### Layout detail, run 1

Scale bar: 10 µm. Window x 28 to 53, y 12 to 37 µm. Cells in gray, sequential cells in the stronger gray; small squares are vias.
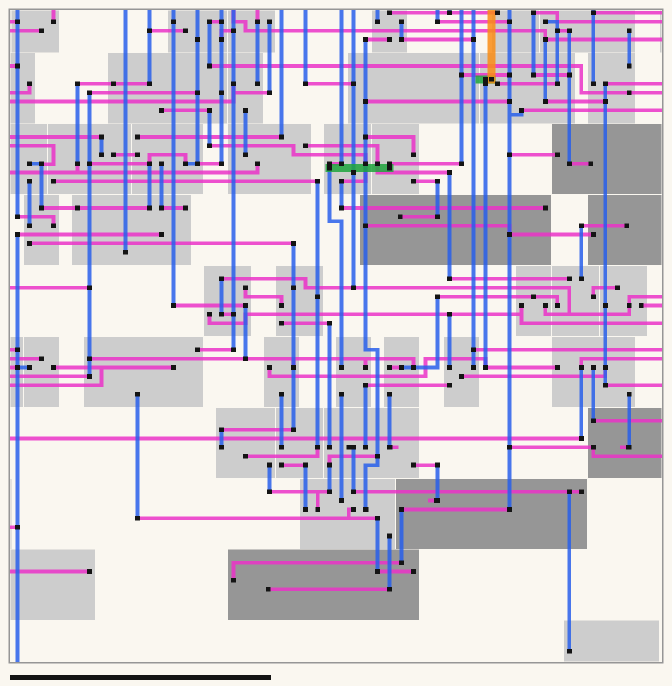
### Selected gate families, run 1

Scale bar: 20 µm.
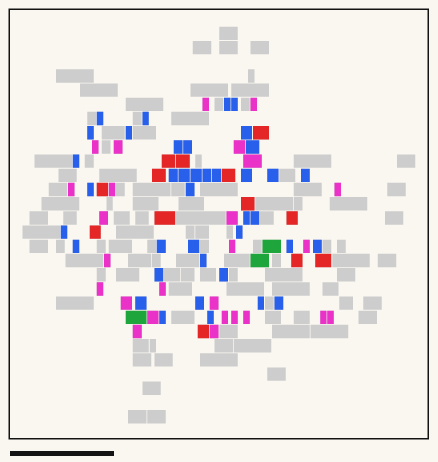
### Routed clock nets over the placement, run 1

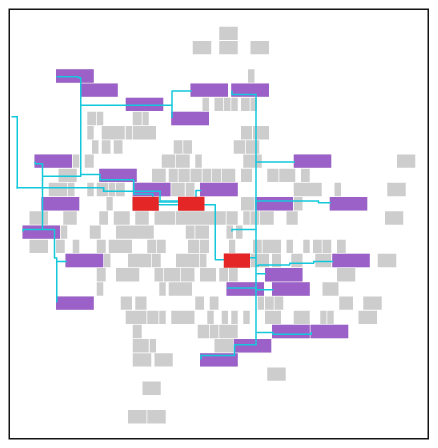
**config.mk**
```make
export PLATFORM = sky130hd
export DESIGN_NAME = sum_of_squares_3bit_flat
export DESIGN_NICKNAME = d
export VERILOG_FILES = /design/src/rtl/sum_of_squares_3bit_if.sv /design/src/rtl/sum_of_squares_3bit.sv /design/src/flat_wrapper.sv
export SDC_FILE = /design/constraint.sdc
export NUM_CORES = 1
export LEC_CHECK = 0
export CORE_AREA = 2 2 78 80
export DETAILED_ROUTE_END_ITERATION = 10
export DIE_AREA = 0 0 80 82
export HOLD_SLACK_MARGIN = 0.06
export SYNTH_ARGS = -nofsm -noshare
export SYNTH_HDL_FRONTEND = slang
export SYNTH_SLANG_ARGS = --single-unit
```
**constraint.sdc**
```tcl
create_clock -name clk -period 3.91 [get_ports clk]
set_clock_uncertainty 0.15 [all_clocks]
set_input_delay 0.391 -clock clk [delete_from_list [all_inputs] [get_ports clk]]
set_output_delay 0.391 -clock clk [all_outputs]
set_load 0.05 [all_outputs]
```
**src/rtl/sum_of_squares_3bit_if.sv**
```systemverilog
// Stream bundle for the sum-of-squares accumulator: square samples in, frame sums out.
// The accumulator connects through the slave modport, its driver through master.
interface sum_of_squares_3bit_if #(
  parameter int ACC_W = 9
);
  logic             sq_valid;
  logic             sq_ready;
  logic [5:0]       sq_data;
  logic             sum_valid;
  logic             sum_ready;
  logic [ACC_W-1:0] sum_data;
  logic             sum_err;

  modport master (
    output sq_valid, sq_data, sum_ready,
    input  sq_ready, sum_valid, sum_data, sum_err
  );

  modport slave (
    input  sq_valid, sq_data, sum_ready,
    output sq_ready, sum_valid, sum_data, sum_err
  );
endinterface

```
**src/rtl/sum_of_squares_3bit.sv**
```systemverilog
// Frame accumulator behind the 3-bit squarer: sums N square values per frame and
// holds the sum, plus a sticky "not a perfect square" flag, until it is taken.
module sum_of_squares_3bit #(
  parameter int N     = 8,
  parameter int ACC_W = 6 + $clog2(N)
) (
  input  logic                 clk,
  input  logic                 rst_n,
  sum_of_squares_3bit_if.slave bus
);

  localparam int CNT_W = $clog2(N);

  typedef enum logic {
    ACC  = 1'b0,
    DONE = 1'b1
  } state_t;

  state_t             state;
  state_t             state_nxt;
  logic [ACC_W-1:0]   acc;
  logic [CNT_W-1:0]   cnt;
  logic               err;
  logic               sum_valid;
  logic [ACC_W-1:0]   sum_data;
  logic               sum_err;
  logic               sq_ready;

  logic               accept;
  logic               last;
  logic               bad;
  logic               take;
  logic [ACC_W-1:0]   sq_ext;

  assign accept = bus.sq_valid & sq_ready;
  assign take   = sum_valid & bus.sum_ready;
  assign last   = (cnt == CNT_W'(N - 1));
  assign sq_ext = ACC_W'(bus.sq_data);

  // Only the eight squares of 0..7 are legal; anything else still gets summed.
  always_comb begin
    bad = 1'b1;
    case (bus.sq_data)
      6'd0, 6'd1, 6'd4, 6'd9, 6'd16, 6'd25, 6'd36, 6'd49: bad = 1'b0;
      default:                                             bad = 1'b1;
    endcase
  end

  // NOTE: state registers use non-blocking assignments so every flop samples
  // pre-edge values; reset here is synchronous, so it lives inside the clocked branch.
  always_ff @(posedge clk) begin
    if (!rst_n) state <= ACC;
    else        state <= state_nxt;
  end

  always_comb begin
    state_nxt = state;
    case (state)
      ACC:     if (accept && last) state_nxt = DONE;
      DONE:    if (take)           state_nxt = ACC;
      default:                     state_nxt = ACC;
    endcase
  end

  // Input readiness depends on state alone, never on sq_valid.
  always_comb begin
    sq_ready = 1'b0;
    case (state)
      ACC:     sq_ready = 1'b1;
      DONE:    sq_ready = 1'b0;
      default: sq_ready = 1'b0;
    endcase
  end

  always_ff @(posedge clk) begin
    if (!rst_n) begin
      acc       <= '0;
      cnt       <= '0;
      err       <= 1'b0;
      sum_valid <= 1'b0;
      sum_data  <= '0;
      sum_err   <= 1'b0;
    end else begin
      if (accept) begin
        if (last) begin
          sum_data  <= acc + sq_ext;
          sum_err   <= err | bad;
          sum_valid <= 1'b1;
          acc       <= '0;
          cnt       <= '0;
          err       <= 1'b0;
        end else begin
          acc <= acc + sq_ext;
          cnt <= cnt + 1'b1;
          err <= err | bad;
        end
      end else if (take) begin
        // Result payload is left in place after the handshake.
        sum_valid <= 1'b0;
      end
    end
  end

  assign bus.sq_ready  = sq_ready;
  assign bus.sum_valid = sum_valid;
  assign bus.sum_data  = sum_data;
  assign bus.sum_err   = sum_err;

endmodule

```
**src/flat_wrapper.sv**
```systemverilog
// flat-port wrapper written by rule: the top's interface ports become plain ports
module sum_of_squares_3bit_flat 
#(
  parameter int N     = 8,
  parameter int ACC_W = 6 + $clog2(N)
)
  (clk, rst_n, bus_sq_valid, bus_sq_data, bus_sum_ready, bus_sq_ready, bus_sum_valid, bus_sum_data, bus_sum_err);
  sum_of_squares_3bit_if #(.ACC_W(ACC_W)) bus_i ();
  input  logic clk;
  input  logic rst_n;
  input wire logic [$bits(bus_i.sq_valid)-1:0] bus_sq_valid;
  input wire logic [$bits(bus_i.sq_data)-1:0] bus_sq_data;
  input wire logic [$bits(bus_i.sum_ready)-1:0] bus_sum_ready;
  output wire logic [$bits(bus_i.sq_ready)-1:0] bus_sq_ready;
  output wire logic [$bits(bus_i.sum_valid)-1:0] bus_sum_valid;
  output wire logic [$bits(bus_i.sum_data)-1:0] bus_sum_data;
  output wire logic [$bits(bus_i.sum_err)-1:0] bus_sum_err;
  assign bus_i.sq_valid = bus_sq_valid;
  assign bus_i.sq_data = bus_sq_data;
  assign bus_i.sum_ready = bus_sum_ready;
  assign bus_sq_ready = bus_i.sq_ready;
  assign bus_sum_valid = bus_i.sum_valid;
  assign bus_sum_data = bus_i.sum_data;
  assign bus_sum_err = bus_i.sum_err;
  sum_of_squares_3bit #(.N(N), .ACC_W(ACC_W)) u_core (.clk(clk), .rst_n(rst_n), .bus(bus_i));
endmodule
```
==> results.sh, run 1 <==
# yosys + openroad results
export IMPL_synth_cell_types=44
export IMPL_r2r_slack_ns=1.69
export IMPL_post_cts_resized=0
export IMPL_warning_count=26
export IMPL_die_w_um=80
export IMPL_tightest_slew_ns=0.645
export IMPL_avgSynthCellArea_um2=8.40
export IMPL_mostFrequentLayoutCells="dfxtp_1 (25), clkdlybuf4s50_1 (21), nand2_1 (17)"
export IMPL_crit_required_ns=3.95
export IMPL_muxShareOfSynthArea_pct=2.24
export IMPL_min_path_type="register to register"
export IMPL_setup_viol=0
export IMPL_rsz0062_at_grt="false"
export IMPL_cts_clk_slew_worst_paths_ns=0.09
export IMPL_yosys_cells=166
export IMPL_period_minus_slack_ns=2.47
export IMPL_place_gp_congestion=0.830
export IMPL_numClockSinks=25
export IMPL_vias=1259
export IMPL_layout_area_overhead_vs_synth_pct=22.4
export IMPL_grtUsageTotal_pct=11.0
export IMPL_routed_wl_um=3350
export IMPL_postCtsSetupBuffers=0
export IMPL_first_pass_iters=4
export IMPL_synthFlopType="dfxtp_1"
export IMPL_final_nets=204
export IMPL_ff_latch_area_um2=500
export IMPL_clockRootBuffer="clkbuf_8"
export IMPL_fp_util_pct=24.3
export IMPL_intPower_w=0.000389
export IMPL_run_status="completed"
export IMPL_power_frac_comb_pct=21.0
export IMPL_wl_per_cell_um=12.9
export IMPL_synth_edff_count=0
export IMPL_reg2reg_from="u_core.cnt[0]"
export IMPL_grt_pass1_wl_um=5780
export IMPL_worstSetupPathType="primary input to register"
export IMPL_holdBufCountCts=0
export IMPL_r2r_end="u_core.bus.sum_data[7]"
export IMPL_netlist_area_mm2=0.00140
Notes on 'Layout detail' above:
metal 2: marked blue. metal 4: marked orange. metal 3: marked green. metal 1: marked magenta.
42 logic cells have their middle in the window. Most frequent: nand3_1 (5), nor2_1 (5). Netlist names of flops here include u_core.acc (3), u_core.bus.sum_data (1). Sequential cells in the window: 4.

Notes on 'Selected gate families' above:
nand cells: marked blue, cells 39. and/or cells: marked red, cells 13. mux cells: marked green, cells 3. nor cells: marked magenta, cells 26.
dominant logic cell type in the layout: dfxtp_1
Comb/total area: 48.9%
Cell Count, Final, Fillers Out: 259

Notes on 'Routed clock nets over the placement' above:
flip-flops: marked purple, count 25. clock drivers: marked red, count 3. clock wires: marked cyan, length 335 µm.
There are 4 routed clock nets.
P_clk: 0.000154 W
clock latency on the worst-skew pair: 0.27 ns
Clock power frac: 28.3%

==> run 1: critical path: stages <==
cell	delay, ns
clkdlybuf4s50_1	0.46
ha_1	0.26
fa_1	0.41
a21o_1	0.24
a221oi_4	0.38
o21ai_1	0.14
a311oi_2	0.23
==> run 1: state kept, by name, indices dropped and copies added, names as in the netlist <==
signal / count
u_core.bus.sum_data: 9
u_core.state: 1
u_core.acc: 9
u_core.bus.sum_err: 1
u_core.err: 1
u_core.bus.sum_valid: 1
u_core.cnt: 3
==> run 1: area by class of cell <==
cell class              count  area share (%)
flip-flops and latches     25            29.3
clock buffers               4            2.64
multi-input cells         129            48.9
inverters                   4           0.879
well taps                  75            5.49
repair buffers             22            12.7
==> run 1: through the flow <==
step	setup slack, ns	power (W)	utilization [%]	area [µm²]	hold slack [ns]
6_report	1.44	0.000546	29.7	1710	0.314
5_1_grt	1.29	0.000579	29.7	1710	0.340
4_1_cts	1.44	0.000557	29.7	1710	0.317
3_5_place_dp	1.16	0.000397	28.9	1660	0.304
3_3_place_gp	1.19	0.000396	28.9	1660	0.300
2_1_floorplan	1.79	0.000367	-	1400	0.290
==> run 1: routing by layer <==
metal / global-route usage (%) / up-vias / part of all wire [%]
li1: - / 649 / -
met1: 14.8 / 571 / 50
met2: 18.3 / 35 / 43
met3: 2.20 / 4 / 6.1
met4: 2.54 / 0 / 0.81
met5: 0 / - / 0
==> run 1: synthesized netlist by cell type (3+ instances only) <==
master	number	share of area (%)
dfxtp_1	25	36
nand2_1	17	4.6
nor2_1	16	4.3
a21oi_1	15	5.4
nand3_1	14	5.0
ha_1	8	7.2
nor3_1	5	1.8
clkbuf_1	4	1.1
inv_1	4	1.1
nand4_1	4	1.8
or4_1	4	2.2
a21o_1	3	1.6
nand2b_1	3	1.3
o21ai_0	3	1.1
o21ai_1	3	1.1
==> run 2: changes to the inputs <==
==> constraint.sdc (replaced) <==
create_clock -name clk -period 2.31 [get_ports clk]
set_clock_uncertainty 0.15 [all_clocks]
set_input_delay 0.231 -clock clk [delete_from_list [all_inputs] [get_ports clk]]
set_output_delay 0.231 -clock clk [all_outputs]
set_load 0.05 [all_outputs]
### Wiring heat map, run 2

The die is cut into 16 by 16 equal tiles; black is low, pale yellow is high, scaled to the fullest tile. Values are wire area over tile area, all layers added.
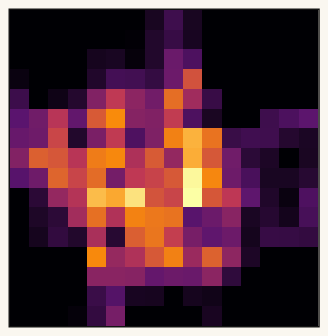
The densest ninth of the die: center. The mean over all tiles is 0.083. 38% of the tiles are nearly empty. The emptiest ninth of the die: north-east. 17% of the tiles are over half the peak. The fullest tile reaches 0.39.
Via Count: 1,349
Total Wirelength: 3570 µm
WL/cell: 12.6 µm
total track usage: 11.6%

### Layout detail, run 2

Scale bar: 10 µm. Window x 28 to 53, y 12 to 37 µm. Cells in gray, sequential cells in the stronger gray; small squares are vias.
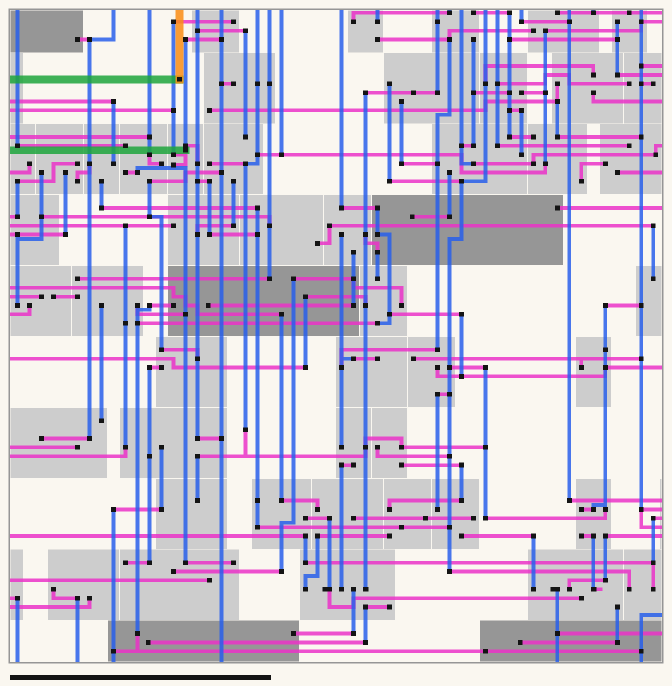
metal 3: marked green. metal 1: marked magenta. metal 2: marked blue. metal 4: marked orange.
Netlist names of flops here include u_core.acc (3), u_core.bus.sum_data (1). Most frequent: buf_4 (8), nand2_1 (5). 49 logic cells have their middle in the window. Sequential cells in the window: 4.

==> run 2 against run 1 <==
Effect of this change:
- synthesized area stayed put
- first-iteration DRC count is 53% higher
- synthesized cell count stayed put
- die area stayed put
- non-clock buffer count is 24 higher
- hold slack worse by 0.00068 ns
- flip-flop count stayed put
- final cell count is 9.3% higher
- wire length is 6.7% higher
- final area is 11% higher
- sequential power is 69% higher
- critical endpoint is now u_core.bus.sum_data[6]
==> results.sh, run 2 <==
# yosys + openroad results
export IMPL_ys_sh_xor_pct=1.26
export IMPL_cts_max_level=1
export IMPL_yosys_area_top_type="dfxtp_1"
export IMPL_rows=28
export IMPL_drive_gt1_share_pct=15.9
export IMPL_powerDensity_mw_per_mm2=521
export IMPL_synth_cell_types=44
export IMPL_yosys_cells=166
export IMPL_io_pins=22
export IMPL_finalCoreUtilization_pct=32.9
export IMPL_worstSetupPathType="primary input to register"
export IMPL_ys_async_sr_fraction_pct=0
export IMPL_postSynthNetCount=185
export IMPL_dieArea_mm2=0.00656
export IMPL_first_pass_iters=4
export IMPL_fp_util_pct=24.3
export IMPL_power_frac_clock_pct=27.4
export IMPL_muxShareOfSynthArea_pct=2.24
export IMPL_grt_pass1_wl_um=6080
export IMPL_slowest_stage="clkdlybuf4s50_1"
export IMPL_top_area_share_pct=35.9
export IMPL_synth_cells=166
export IMPL_worstSetupEndpointType="register"
export IMPL_synth_flop_count=25
export IMPL_synthFlopType="dfxtp_1"
export IMPL_post_cts_resized=0
export IMPL_swShare_pct=28.9
export IMPL_arrival_ns=2.19
export IMPL_port_buffers=21
export IMPL_crit_required_ns=2.34
export IMPL_leakagePower_nw=0.762
export IMPL_grt_pass1_vias=1271
export IMPL_antenna_found_initial=0
export IMPL_place_gp_congestion=0.798
export IMPL_postCtsSetupBuffers=0
export IMPL_top_cells_by_area="dfxtp_1 (36%), ha_1 (7.2%), a21oi_1 (5.4%)"
export IMPL_min_path_type="register to register"
export IMPL_intPower_w=0.000700
export IMPL_peakVddDrop_v=0.000279
export IMPL_drc_errors=0
export IMPL_numClockSinks=25
export IMPL_mostFrequentLayoutCells="dfxtp_1 (25), buf_4 (24), clkdlybuf4s50_1 (21)"
export IMPL_run_status="completed"
export IMPL_fmax_ghz=0.463
export IMPL_finalPower_w=0.000985
export IMPL_cts_clk_slew_worst_paths_ns=0.09
export IMPL_drtIter0Drc=92
export IMPL_yosys_top_cells_count="dfxtp_1 (25), nand2_1 (17), nor2_1 (16)"
export IMPL_cts_buffers=3
export IMPL_ys_chip_area_mm2=0.00140
export IMPL_crit_path_max_fanout=5
export IMPL_clk_latency_ns=0.27
export IMPL_cpLargestDelayFamily="AND-OR/OR-AND gates"
export IMPL_critPathMaxStageDelay_ns=0.42
export IMPL_hold_viol=0
export IMPL_clockRootBuffer="clkbuf_8"
export IMPL_hpwl_um=2800
export IMPL_cts_tree="yes"
export IMPL_power_frac_comb_pct=25.0
export IMPL_fin_cells=283
export IMPL_final_nets=228
export IMPL_holdBufCountCts=0
export IMPL_most_common_cell="dfxtp_1"
export IMPL_period_minus_slack_ns=2.16
export IMPL_whs_ns=0.314
export IMPL_setup_viol=0
export IMPL_avgSynthCellArea_um2=8.40
export IMPL_logic_family="simple AND/OR/NAND/NOR gates"
export IMPL_warning_count=26
export IMPL_die_w_um=80
export IMPL_final_common_cell="dfxtp_1"
export IMPL_path_cells="clkdlybuf4s50_1, ha_1, fa_1, a21o_1, a221oi_4, buf_6, nand4_1, o311ai_1"
export IMPL_layout_area_overhead_vs_synth_pct=35.6
export IMPL_drv_cap=0
export IMPL_synth_adder_area_share_pct=8.61
export IMPL_top_regs="u_core.acc (9), u_core.bus.sum_data (9), u_core.cnt (3)"
export IMPL_synth_edff_count=0
export IMPL_clk_path_buf_depth=2
export IMPL_pwr_group_clock_w=0.000270
export IMPL_post_route_period_util_pct=93.4
export IMPL_tightest_slew_ns=0.501
export IMPL_netlist_area_mm2=0.00140
export IMPL_rsz0062_at_grt="false"
export IMPL_placed_cells=279
export IMPL_path_buffers=2
[run 2: cell type report]
cell class | count | area (µm²)
repair buffers | 46 | 402
multi-input cells | 129 | 836
flip-flops and latches | 25 | 500
inverters | 4 | 15.0
clock buffers | 4 | 45.0
well taps | 75 | 93.8
fillers | 622 | 3850
[run 2: worst min-delay path, stage by stage (launching register included)]
cell	delay, ns
dfxtp_1	0.32
nand2_1	0.05
a21oi_1	0.05
[run 2: layer usage]
metal	vias up	share of wire [%]	track usage, %	routed length, µm
met2	19	46	19.6	1650
li1	701	-	-	-
met4	0	0.70	2.03	25
met3	4	2.8	2.20	100
met1	625	50	15.7	1800
met5	-	0	0	0
[run 2: path summary, 6_finish.rpt]
check,to,from,slack (ns),depth (start not counted)
max,u_core.bus.sum_data[6],bus_sq_data[0],0.15,8
min,u_core.bus.sum_data[1],u_core.bus.sum_data[1],0.31,2
max reg2reg,u_core.bus.sum_data[6],u_core.acc[0],0.25,7
min reg2reg,u_core.bus.sum_data[1],u_core.bus.sum_data[1],0.31,2
[run 2: cell families (layout without fill, tap and decap cells)]
logic type | after synthesis | after routing
simple gates | 78 | 78
flops | 25 | 25
compound gates | 37 | 37
xor+xnor | 2 | 2
mux | 3 | 3
buf+inv | 12 | 54
fa+ha+maj | 9 | 9
[run 2: per-stage QoR]
| stage | cell area (µm²) | setup WS (ns) | setup TNS (ns) |
|---|---|---|---|
| floorplan | 1400 | 0.302 | 0 |
| finish | 1890 | 0.152 | 0 |
| detailed placement | 1840 | -0.140 | -0.476 |
| global placement | 1840 | -0.116 | -0.370 |
| CTS | 1890 | 0.143 | 0 |
| global route | 1890 | 0.00500 | 0 |
Power is estimated from default activity; no workload was simulated.
